**src/rtl/trace_fmt_pkg.sv**
```systemverilog
// Shared definitions for the trace-line serializer: FSM states, ASCII
// constants, checker format codes, clamp limit and character helpers.
package trace_fmt_pkg;

   typedef enum logic [3:0] {
      ST_IDLE,
      ST_CONV,
      ST_CARET,
      ST_TIME,
      ST_AT,
      ST_PC,
      ST_COLON,
      ST_SP1,
      ST_MARK,
      ST_OPND,
      ST_SP2,
      ST_LT,
      ST_EQ,
      ST_SP3,
      ST_DATA,
      ST_HASH
   } state_t;

   localparam logic [7:0] CH_CARET  = 8'h5e;
   localparam logic [7:0] CH_AT     = 8'h40;
   localparam logic [7:0] CH_COLON  = 8'h3a;
   localparam logic [7:0] CH_SPACE  = 8'h20;
   localparam logic [7:0] CH_DOLLAR = 8'h24;
   localparam logic [7:0] CH_STAR   = 8'h2a;
   localparam logic [7:0] CH_LT     = 8'h3c;
   localparam logic [7:0] CH_EQ     = 8'h3d;
   localparam logic [7:0] CH_HASH   = 8'h23;

   localparam logic [1:0] FMT_REG = 2'b01;
   localparam logic [1:0] FMT_STO = 2'b10;

   localparam logic [13:0] CLAMP_MAX = 14'd9999;

   function automatic logic [7:0] hex_char(input logic [3:0] n);
      if (n < 4'd10)
         return 8'h30 + {4'h0, n};
      else
         return 8'h57 + {4'h0, n};
   endfunction

   function automatic logic [7:0] dec_char(input logic [3:0] d);
      return 8'h30 + {4'h0, d};
   endfunction

   // Significant decimal digits of a 4-digit BCD value; 0 still has one.
   function automatic logic [2:0] dec_len(input logic [15:0] b);
      if (b[15:12] != 4'h0)
         return 3'd4;
      else if (b[11:8] != 4'h0)
         return 3'd3;
      else if (b[7:4] != 4'h0)
         return 3'd2;
      else
         return 3'd1;
   endfunction

endpackage

```
**src/rtl/trace_bcd_conv.sv**
```systemverilog
// Iterative double-dabble: 14-bit binary to 4 BCD digits in 14 shifts.
// Ports: clk, reset, start (loads bin), done, digits[15:0].
// start loads on its edge; the 14 following edges shift. done is high
// in the cycle whose closing edge performs the final shift, so digits
// are valid from that edge until the next start.
module trace_bcd_conv
   import trace_fmt_pkg::*;
(
   input  logic        clk,
   input  logic        reset,
   input  logic        start,
   input  logic [13:0] bin,
   output logic        done,
   output logic [15:0] digits
);

   logic [13:0] sh;
   logic [3:0]  cnt;
   logic        busy;
   logic [15:0] adj;

   always_comb begin
      adj = digits;
      for (int i = 0; i < 4; i++) begin
         if (digits[4*i +: 4] >= 4'd5)
            adj[4*i +: 4] = digits[4*i +: 4] + 4'd3;
      end
   end

   always_ff @(posedge clk) begin
      if (reset) begin
         sh     <= '0;
         digits <= '0;
         cnt    <= '0;
         busy   <= 1'b0;
         done   <= 1'b0;
      end else begin
         done <= busy && (cnt == 4'd12);
         if (start) begin
            sh     <= bin;
            digits <= '0;
            cnt    <= '0;
            busy   <= 1'b1;
         end else if (busy) begin
            {digits, sh} <= {adj[14:0], sh, 1'b0};
            cnt          <= cnt + 4'd1;
            if (cnt == 4'd13)
               busy <= 1'b0;
         end
      end
   end

endmodule

```
**src/rtl/trace_line_serializer.sv**
```systemverilog
// Serializes one binary trace record into an ASCII trace line, 1 char/clk.
// Ports: clk, reset, rec_* record handshake/fields, char/char_valid
// stream, line_done on "#", ovf sticky clamp flag.
module trace_line_serializer
   import trace_fmt_pkg::*;
#(
   parameter int unsigned SP_COLON  = 1,
   parameter int unsigned SP_LT     = 1,
   parameter int unsigned SP_EQ     = 1,
   parameter logic [7:0]  IDLE_CHAR = 8'h00
) (
   input  logic        clk,
   input  logic        reset,
   input  logic        rec_valid,
   output logic        rec_ready,
   input  logic [13:0] rec_time,
   input  logic [31:0] rec_pc,
   input  logic        rec_is_mem,
   input  logic [13:0] rec_reg,
   input  logic [31:0] rec_addr,
   input  logic [31:0] rec_data,
   output logic [7:0]  char,
   output logic        char_valid,
   output logic        line_done,
   output logic        ovf
);

   localparam logic [2:0] SPC_I = 3'(SP_COLON - 1);
   localparam logic [2:0] SPL_I = 3'(SP_LT - 1);
   localparam logic [2:0] SPE_I = 3'(SP_EQ - 1);

   state_t      state;
   logic [2:0]  idx;
   logic [31:0] pc_q;
   logic [31:0] addr_q;
   logic [31:0] data_q;
   logic [1:0]  fmt_q;

   logic        time_ovf;
   logic        reg_ovf;
   logic [13:0] time_c;
   logic [13:0] reg_c;
   logic        accept;
   logic        is_mem;

   logic [15:0] t_bcd;
   logic [15:0] r_bcd;
   logic        t_done;
   logic        r_done;

   logic [3:0]  nib_pc;
   logic [3:0]  nib_addr;
   logic [3:0]  nib_data;
   logic [3:0]  dig_t;
   logic [3:0]  dig_r;

   assign time_ovf  = rec_time > CLAMP_MAX;
   assign reg_ovf   = rec_reg > CLAMP_MAX;
   assign time_c    = time_ovf ? CLAMP_MAX : rec_time;
   assign reg_c     = reg_ovf ? CLAMP_MAX : rec_reg;
   assign rec_ready = (state == ST_IDLE);
   assign accept    = rec_valid && rec_ready;
   assign is_mem    = (fmt_q == FMT_STO);

   // idx walks each field from its most significant position down to 0.
   assign nib_pc   = pc_q[{idx, 2'b00} +: 4];
   assign nib_addr = addr_q[{idx, 2'b00} +: 4];
   assign nib_data = data_q[{idx, 2'b00} +: 4];
   assign dig_t    = t_bcd[{idx[1:0], 2'b00} +: 4];
   assign dig_r    = r_bcd[{idx[1:0], 2'b00} +: 4];

   trace_bcd_conv u_time_conv (
      .clk    (clk),
      .reset  (reset),
      .start  (accept),
      .bin    (time_c),
      .done   (t_done),
      .digits (t_bcd)
   );

   trace_bcd_conv u_reg_conv (
      .clk    (clk),
      .reset  (reset),
      .start  (accept),
      .bin    (reg_c),
      .done   (r_done),
      .digits (r_bcd)
   );

   // The char register shows the character of the state it leaves, so
   // each state's character appears one cycle after entering it.
   always_ff @(posedge clk) begin
      if (reset) begin
         state      <= ST_IDLE;
         idx        <= '0;
         pc_q       <= '0;
         addr_q     <= '0;
         data_q     <= '0;
         fmt_q      <= FMT_REG;
         char       <= IDLE_CHAR;
         char_valid <= 1'b0;
         line_done  <= 1'b0;
         ovf        <= 1'b0;
      end else begin
         char       <= IDLE_CHAR;
         char_valid <= 1'b1;
         line_done  <= 1'b0;
         unique case (state)
            ST_IDLE: begin
               char_valid <= 1'b0;
               if (accept) begin
                  pc_q   <= rec_pc;
                  addr_q <= rec_addr;
                  data_q <= rec_data;
                  fmt_q  <= rec_is_mem ? FMT_STO : FMT_REG;
                  if (time_ovf || reg_ovf)
                     ovf <= 1'b1;
                  state  <= ST_CONV;
               end
            end
            ST_CONV: begin
               char_valid <= 1'b0;
               if (t_done && r_done)
                  state <= ST_CARET;
            end
            ST_CARET: begin
               char  <= CH_CARET;
               idx   <= dec_len(t_bcd) - 3'd1;
               state <= ST_TIME;
            end
            ST_TIME: begin
               char <= dec_char(dig_t);
               if (idx == 3'd0)
                  state <= ST_AT;
               else
                  idx <= idx - 3'd1;
            end
            ST_AT: begin
               char  <= CH_AT;
               idx   <= 3'd7;
               state <= ST_PC;
            end
            ST_PC: begin
               char <= hex_char(nib_pc);
               if (idx == 3'd0)
                  state <= ST_COLON;
               else
                  idx <= idx - 3'd1;
            end
            ST_COLON: begin
               char <= CH_COLON;
               if (SP_COLON != 0) begin
                  idx   <= SPC_I;
                  state <= ST_SP1;
               end else begin
                  state <= ST_MARK;
               end
            end
            ST_SP1: begin
               char <= CH_SPACE;
               if (idx == 3'd0)
                  state <= ST_MARK;
               else
                  idx <= idx - 3'd1;
            end
            ST_MARK: begin
               char  <= is_mem ? CH_STAR : CH_DOLLAR;
               idx   <= is_mem ? 3'd7 : dec_len(r_bcd) - 3'd1;
               state <= ST_OPND;
            end
            ST_OPND: begin
               char <= is_mem ? hex_char(nib_addr) : dec_char(dig_r);
               if (idx != 3'd0) begin
                  idx <= idx - 3'd1;
               end else if (SP_LT != 0) begin
                  idx   <= SPL_I;
                  state <= ST_SP2;
               end else begin
                  state <= ST_LT;
               end
            end
            ST_SP2: begin
               char <= CH_SPACE;
               if (idx == 3'd0)
                  state <= ST_LT;
               else
                  idx <= idx - 3'd1;
            end
            ST_LT: begin
               char  <= CH_LT;
               state <= ST_EQ;
            end
            ST_EQ: begin
               char <= CH_EQ;
               if (SP_EQ != 0) begin
                  idx   <= SPE_I;
                  state <= ST_SP3;
               end else begin
                  idx   <= 3'd7;
                  state <= ST_DATA;
               end
            end
            ST_SP3: begin
               char <= CH_SPACE;
               if (idx == 3'd0) begin
                  idx   <= 3'd7;
                  state <= ST_DATA;
               end else begin
                  idx <= idx - 3'd1;
               end
            end
            ST_DATA: begin
               char <= hex_char(nib_data);
               if (idx == 3'd0)
                  state <= ST_HASH;
               else
                  idx <= idx - 3'd1;
            end
            ST_HASH: begin
               char      <= CH_HASH;
               line_done <= 1'b1;
               state     <= ST_IDLE;
            end
         endcase
      end
   end

endmodule

```
**config.mk**
```make
export PLATFORM = sky130hd
export DESIGN_NAME = trace_line_serializer
export DESIGN_NICKNAME = d
export VERILOG_FILES = /design/src/rtl/trace_fmt_pkg.sv /design/src/rtl/trace_bcd_conv.sv /design/src/rtl/trace_line_serializer.sv
export SDC_FILE = /design/constraint.sdc
export NUM_CORES = 1
export LEC_CHECK = 0
export ABC_AREA = 1
export CAP_MARGIN = 30
export CORE_MARGIN = 5
export CORE_UTILIZATION = 55
export DETAILED_ROUTE_END_ITERATION = 10
export PLACE_DENSITY_LB_ADDON = 0.1
export SYNTH_ARGS = -nofsm -noshare
export SYNTH_HDL_FRONTEND = slang
export SYNTH_SLANG_ARGS = --single-unit
```
**constraint.sdc**
```tcl
create_clock -name clk -period 2.6 [get_ports clk]
set_input_delay 0.26 -clock clk [delete_from_list [all_inputs] [get_ports clk]]
set_output_delay 0.26 -clock clk [all_outputs]
set_load 0.02 [all_outputs]
```
==> run_1/layer_met1.png <==
Scale bar: 50 um. Supply wires on this layer in grey.
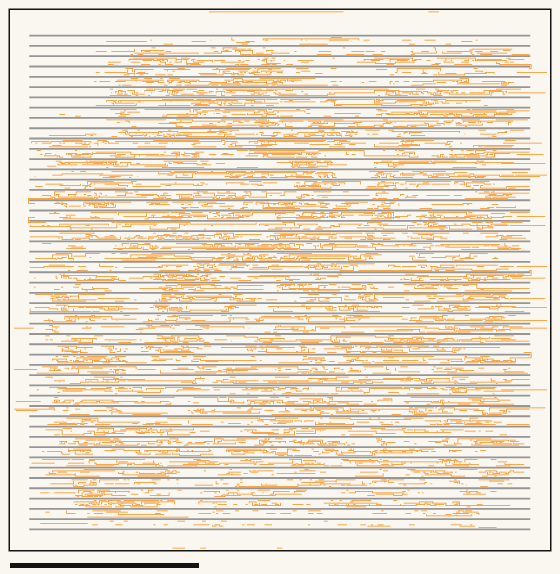
The layer carries 11700 um of wire. The wires run mostly horizontal. 1520 nets have wire on it. The longest straight run is 44.6 um.

==> run_1/layer_met2.png <==
Scale bar: 50 um.
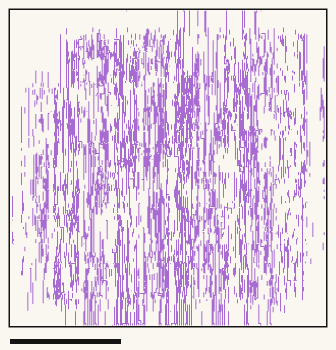
The longest straight run is 50.7 um. The layer carries 12500 um of wire.

==> run_1/layer_met3.png <==
Cells faint in the background.
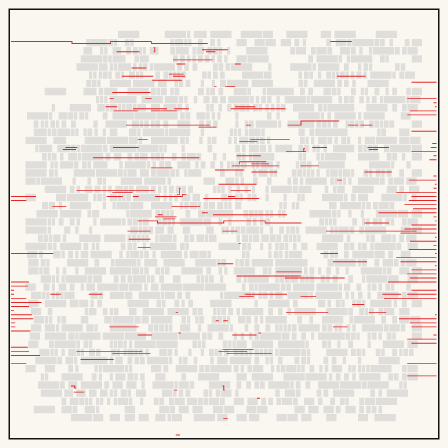
151 nets have wire on it. The layer carries 1430 um of wire.

==> run_1/layer_met4.png <==
Scale bar: 50 um. Supply wires on this layer in grey.
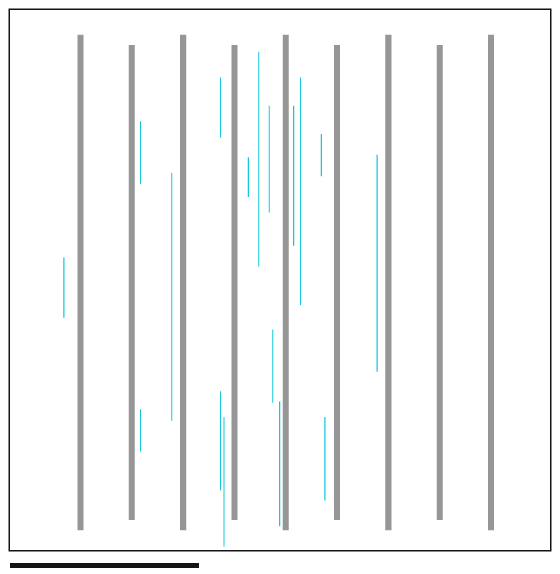
14 nets have wire on it. The longest straight run is 65.3 um. The layer carries 516 um of wire. The layer holds 2.0% of the routed length.

==> results.cfg, run 1 <==
; flow metrics
[critical_path]
critical_path_arrival_ps = 2000
worst_path_max_delay_cell = sky130_fd_sc_hd__clkdlybuf4s50_1
timing.critical_path.from_type = register

[final_timing]
fmax_mhz = 442
timing.setup.tns_ps = 0
number_of_max_slew_violations_in_the_final_report = 0
number_of_endpoints_failing_setup_at_the_final_stage = 0

[floorplanning]
die_y_um = 143

[finish]
layout.area.comb_um2 = 4800
seq-cell-share_pct = 32.2
post_layout_nonfiller_instances = 1731
nonClockBufferCount = 158
layout.sequential_cells = 187
nets = 1651
finish.utilization_pct = 67.2
comb-cell-share_pct = 41.3

[outcome]
status = completed

[cts]
tritoncts = yes

[routing]
routed_via_density = 5.41

[logic_synthesis]
ys_warn_count = 0

[global_route]
grt_overflow_total = 0

[placed_design]
dp_hpwl_mm = 18.7
-- run 1: synth_stat cells, types with 2 or more instances --
cell	count	area (um^2)
sky130_fd_sc_hd__ha_1	28	350
sky130_fd_sc_hd__buf_6	13	146
sky130_fd_sc_hd__o22ai_1	3	18.8
sky130_fd_sc_hd__nand4_1	6	37.5
sky130_fd_sc_hd__nor3_1	10	50.1
sky130_fd_sc_hd__o211ai_1	28	210
sky130_fd_sc_hd__xnor2_1	5	43.8
sky130_fd_sc_hd__o221ai_1	9	78.8
sky130_fd_sc_hd__nor4_1	2	12.5
sky130_fd_sc_hd__nor2_4	2	22.5
sky130_fd_sc_hd__buf_2	28	140
sky130_fd_sc_hd__a21oi_1	186	931
sky130_fd_sc_hd__nand2_1	297	1110
sky130_fd_sc_hd__buf_4	9	67.6
sky130_fd_sc_hd__inv_2	11	41.3
sky130_fd_sc_hd__inv_1	162	608
sky130_fd_sc_hd__nand2_2	10	62.6
sky130_fd_sc_hd__clkbuf_1	23	86.3
sky130_fd_sc_hd__or2_2	3	18.8
sky130_fd_sc_hd__buf_1	2	7.51
sky130_fd_sc_hd__nand3_1	98	490
sky130_fd_sc_hd__xor2_1	10	87.6
sky130_fd_sc_hd__o31ai_1	3	22.5
sky130_fd_sc_hd__o21ai_0	127	636
sky130_fd_sc_hd__a31oi_1	13	81.3
sky130_fd_sc_hd__clkinv_1	3	11.3
sky130_fd_sc_hd__clkbuf_2	3	15.0
sky130_fd_sc_hd__dfxtp_1	187	3740
sky130_fd_sc_hd__o21ai_1	12	60.1
sky130_fd_sc_hd__buf_8	2	30.0
sky130_fd_sc_hd__nor2_1	87	327
-- run 1: power breakdown --
group          internal, W  switching [W]
clock              0.00146        0.00111
sequential         0.00319       0.000145
combinational     0.000760        0.00130
-- run 1: cells by family (layout without fill, tap and decap cells) --
logic type	count (synthesis)	in the layout	share of synthesized area, %
other	1	1	0.0387
buffers and inverters	257	365	12.0
AOI/OAI and AO/OA	388	388	21.7
and+or+nand+nor	522	522	22.7
DFF	187	187	38.6
xor gates and xnor gates	15	15	1.35
adders and majority gates	28	28	3.61
-- run 1: path summary, 6_finish.rpt --
path | startpoint | cells past startpoint | slack, ps | endpoint
min | reset | 4 | 310 | state[2]$_SDFFE_PP0P_
max reg2reg | idx[0]$_SDFFE_PP0P_ | 14 | 510 | char[2]$_SDFF_PP0_
max | state[0]$_SDFFE_PP0P_ | 4 | 340 | rec_ready
min reg2reg | data_q[26]$_SDFFE_PP0P_ | 2 | 450 | data_q[26]$_SDFFE_PP0P_
-- run 1: worst reg2reg max path: cells and delay by family, from the launching register on --
| kind | cells | cell delay [ps] |
|---|---|---|
| adders and majority gates | 1 | 170 |
| buffers and inverters | 2 | 440 |
| and+or+nand+nor | 11 | 950 |
| DFF | 1 | 480 |
-- run 1: routing by layer --
metal	global-route usage, %	vias to the layer above	share of wire, %	wire length [um]
li1	-	4777	-	-
met4	8.45	0	2.0	516
met5	0	-	0	0
met1	34.0	4265	45	11700
met2	43.4	278	48	12500
met3	4.42	42	5.5	1430
## Run 2: what changed since run 1
Settings changed: SKIP_CTS_REPAIR_TIMING from default to 1.
==> results.cfg, run 2 <==
; flow metrics
[outcome]
status = completed

[routing]
detail_route.wirelength_mm = 26.1
vias = 9362
drt_pre_antenna_iters = 5
routed_via_density = 5.41
first_iter_violations = 672

[final_timing]
timing.max_slew.rel_slack_pct = 63.2
number_of_endpoints_failing_setup_at_the_final_stage = 0
number_of_max_slew_violations_in_the_final_report = 0
timing.setup.tns_ps = 0
fmax_mhz = 442
timing.final.crit_share_pct = 87.1
worst_slew_pin_slew_ps = 551
tmin_final_ps = 2260

[logic_synthesis]
synth_top_cell_by_area = sky130_fd_sc_hd__dfxtp_1
synth_largest_type_area_fraction_pct = 38.6
yosys_cells = 1398
top_cells_by_area = sky130_fd_sc_hd__dfxtp_1 (39%), sky130_fd_sc_hd__nand2_1 (11%), sky130_fd_sc_hd__a21oi_1 (9.6%), sky130_fd_sc_hd__o21ai_0 (6.6%), sky130_fd_sc_hd__inv_1 (6.3%)
post_synth_most_frequent_cells = sky130_fd_sc_hd__nand2_1 (297), sky130_fd_sc_hd__dfxtp_1 (187), sky130_fd_sc_hd__a21oi_1 (186)
postSynth.asyncResetShare_pct = 0
ys_chip_area_um2 = 9700
synth_dominant_cell_count = sky130_fd_sc_hd__nand2_1
yosys.cell_types.count = 47
ys_warn_count = 0
syn_avg_cell_area_um2 = 6.94
synthesis.nets = 1554

[critical_path]
timing.critical_path.from_type = register
crit_path_end_kind = output port
critical_path_arrival_ps = 2000

[finish]
layout.area.comb_um2 = 4800
most-common-layout-cells = sky130_fd_sc_hd__nand2_1 (297), sky130_fd_sc_hd__a21oi_1 (186), sky130_fd_sc_hd__dfxtp_1 (186)
post-route-cell-area_um2 = 11600
layout_top_cell_excl_fill_tap = sky130_fd_sc_hd__nand2_1
count_of_filler_cells_inserted_in_the_layout = 1555
nets = 1651
reg.largest.list = addr_q: 32 flops, data_q: 32 flops, pc_q: 32 flops

[global_route]
groute.usage.overall_pct = 25.9
grt_overflow_total = 0

[hold_path]
worst_hold_path_type = in2reg

[placed_design]
dp_hpwl_mm = 18.7
placed_instance_area_um2 = 11000

[floorplanning]
row_count = 48
die_y_um = 143
dieWidth_um = 143

[power]
p_total_w = 0.00797
worst_ir_drop_on_vdd_uv = 493

[cts]
h_tree_lvls = 4
tritoncts = yes
numCtsBuffers = 17
clk_pin_slew_ps = 70
[run 2: critical path: stages (launching register included)]
cell and delay (ps):
sky130_fd_sc_hd__dfxtp_1 360, sky130_fd_sc_hd__inv_2 160, sky130_fd_sc_hd__nand2_1 170, sky130_fd_sc_hd__nor2_4 240
sky130_fd_sc_hd__clkdlybuf4s50_1 640
[run 2: layout make-up]
class / instances / share of cell area, %
multi-input combinational: 954 / 41.3
sequential: 187 / 32.2
timing repair buffer: 158 / 13.3
inverter: 177 / 5.76
clock buffer: 20 / 3.93
tap: 225 / 2.42
clock inverter: 10 / 1.02
[run 2: where the power goes]
part	internal (W)	total, W	switching (W)	leakage, nW
clock network	0.00146	0.00257	0.00111	0.274
logic	0.000760	0.00206	0.00130	2.88
registers	0.00319	0.00334	0.000145	1.54
[run 2: cell families (layout without fill, tap and decap cells)]
logic type                 after synthesis  in the layout  share of synthesized area (%)
and+or+nand+nor                        522            522                           22.7
AOI/OAI and AO/OA                      388            388                           21.7
buffers and inverters                  257            365                           12.0
DFF                                    187            187                           38.6
adders and majority gates               28             28                           3.61
xor gates and xnor gates                15             15                           1.35
other                                    1              1                         0.0387
[run 2: stage by stage]
| step | hold slack [ps] | setup slack, ps | cells |
|---|---|---|---|
| global placement | 439 | 570 | 1701 |
| floorplan | 403 | 768 | 1398 |
| finish | 312 | 336 | 1731 |
| detailed placement | 443 | 524 | 1701 |
| CTS | 301 | 325 | 1731 |
| global route | 347 | 189 | 1731 |
[run 2: path summary, 6_finish.rpt]
path	from	to	slack (ps)	depth (start not counted)
max	state[0]$_SDFFE_PP0P_	rec_ready	340	4
min	reset	state[2]$_SDFFE_PP0P_	310	4
max reg2reg	idx[0]$_SDFFE_PP0P_	char[2]$_SDFF_PP0_	510	14
min reg2reg	data_q[26]$_SDFFE_PP0P_	data_q[26]$_SDFFE_PP0P_	450	2
[run 2: routing by layer]
layer / vias up / track usage, % / part of all wire [%]
met5: - / 0 / 0
met4: 0 / 8.45 / 2.0
met3: 42 / 4.42 / 5.5
met2: 278 / 43.4 / 48
met1: 4265 / 34.0 / 45
li1: 4777 / - / -
==> run_2/congestion.png <==
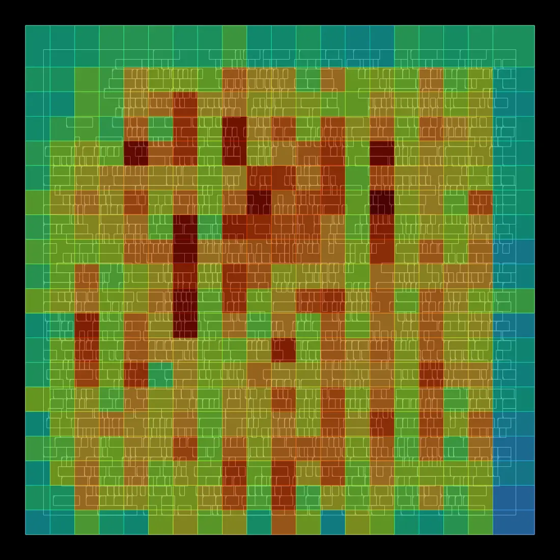
GRT met1 Usage: 34.0%
share of the core filled with cells: 67.2%
global-route met2 utilization: 43.4%
met3 GRT Util: 4.42%
most crowded layer after global routing: met2

==> run_2/layer_met2.png <==
Scale bar: 50 um.
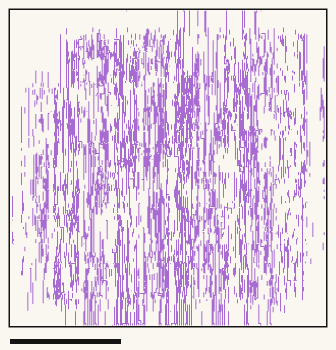
The layer carries 12500 um of wire. The layer holds 48% of the routed length. The wires run mostly vertical.

Power and IR drop assume default switching activity.
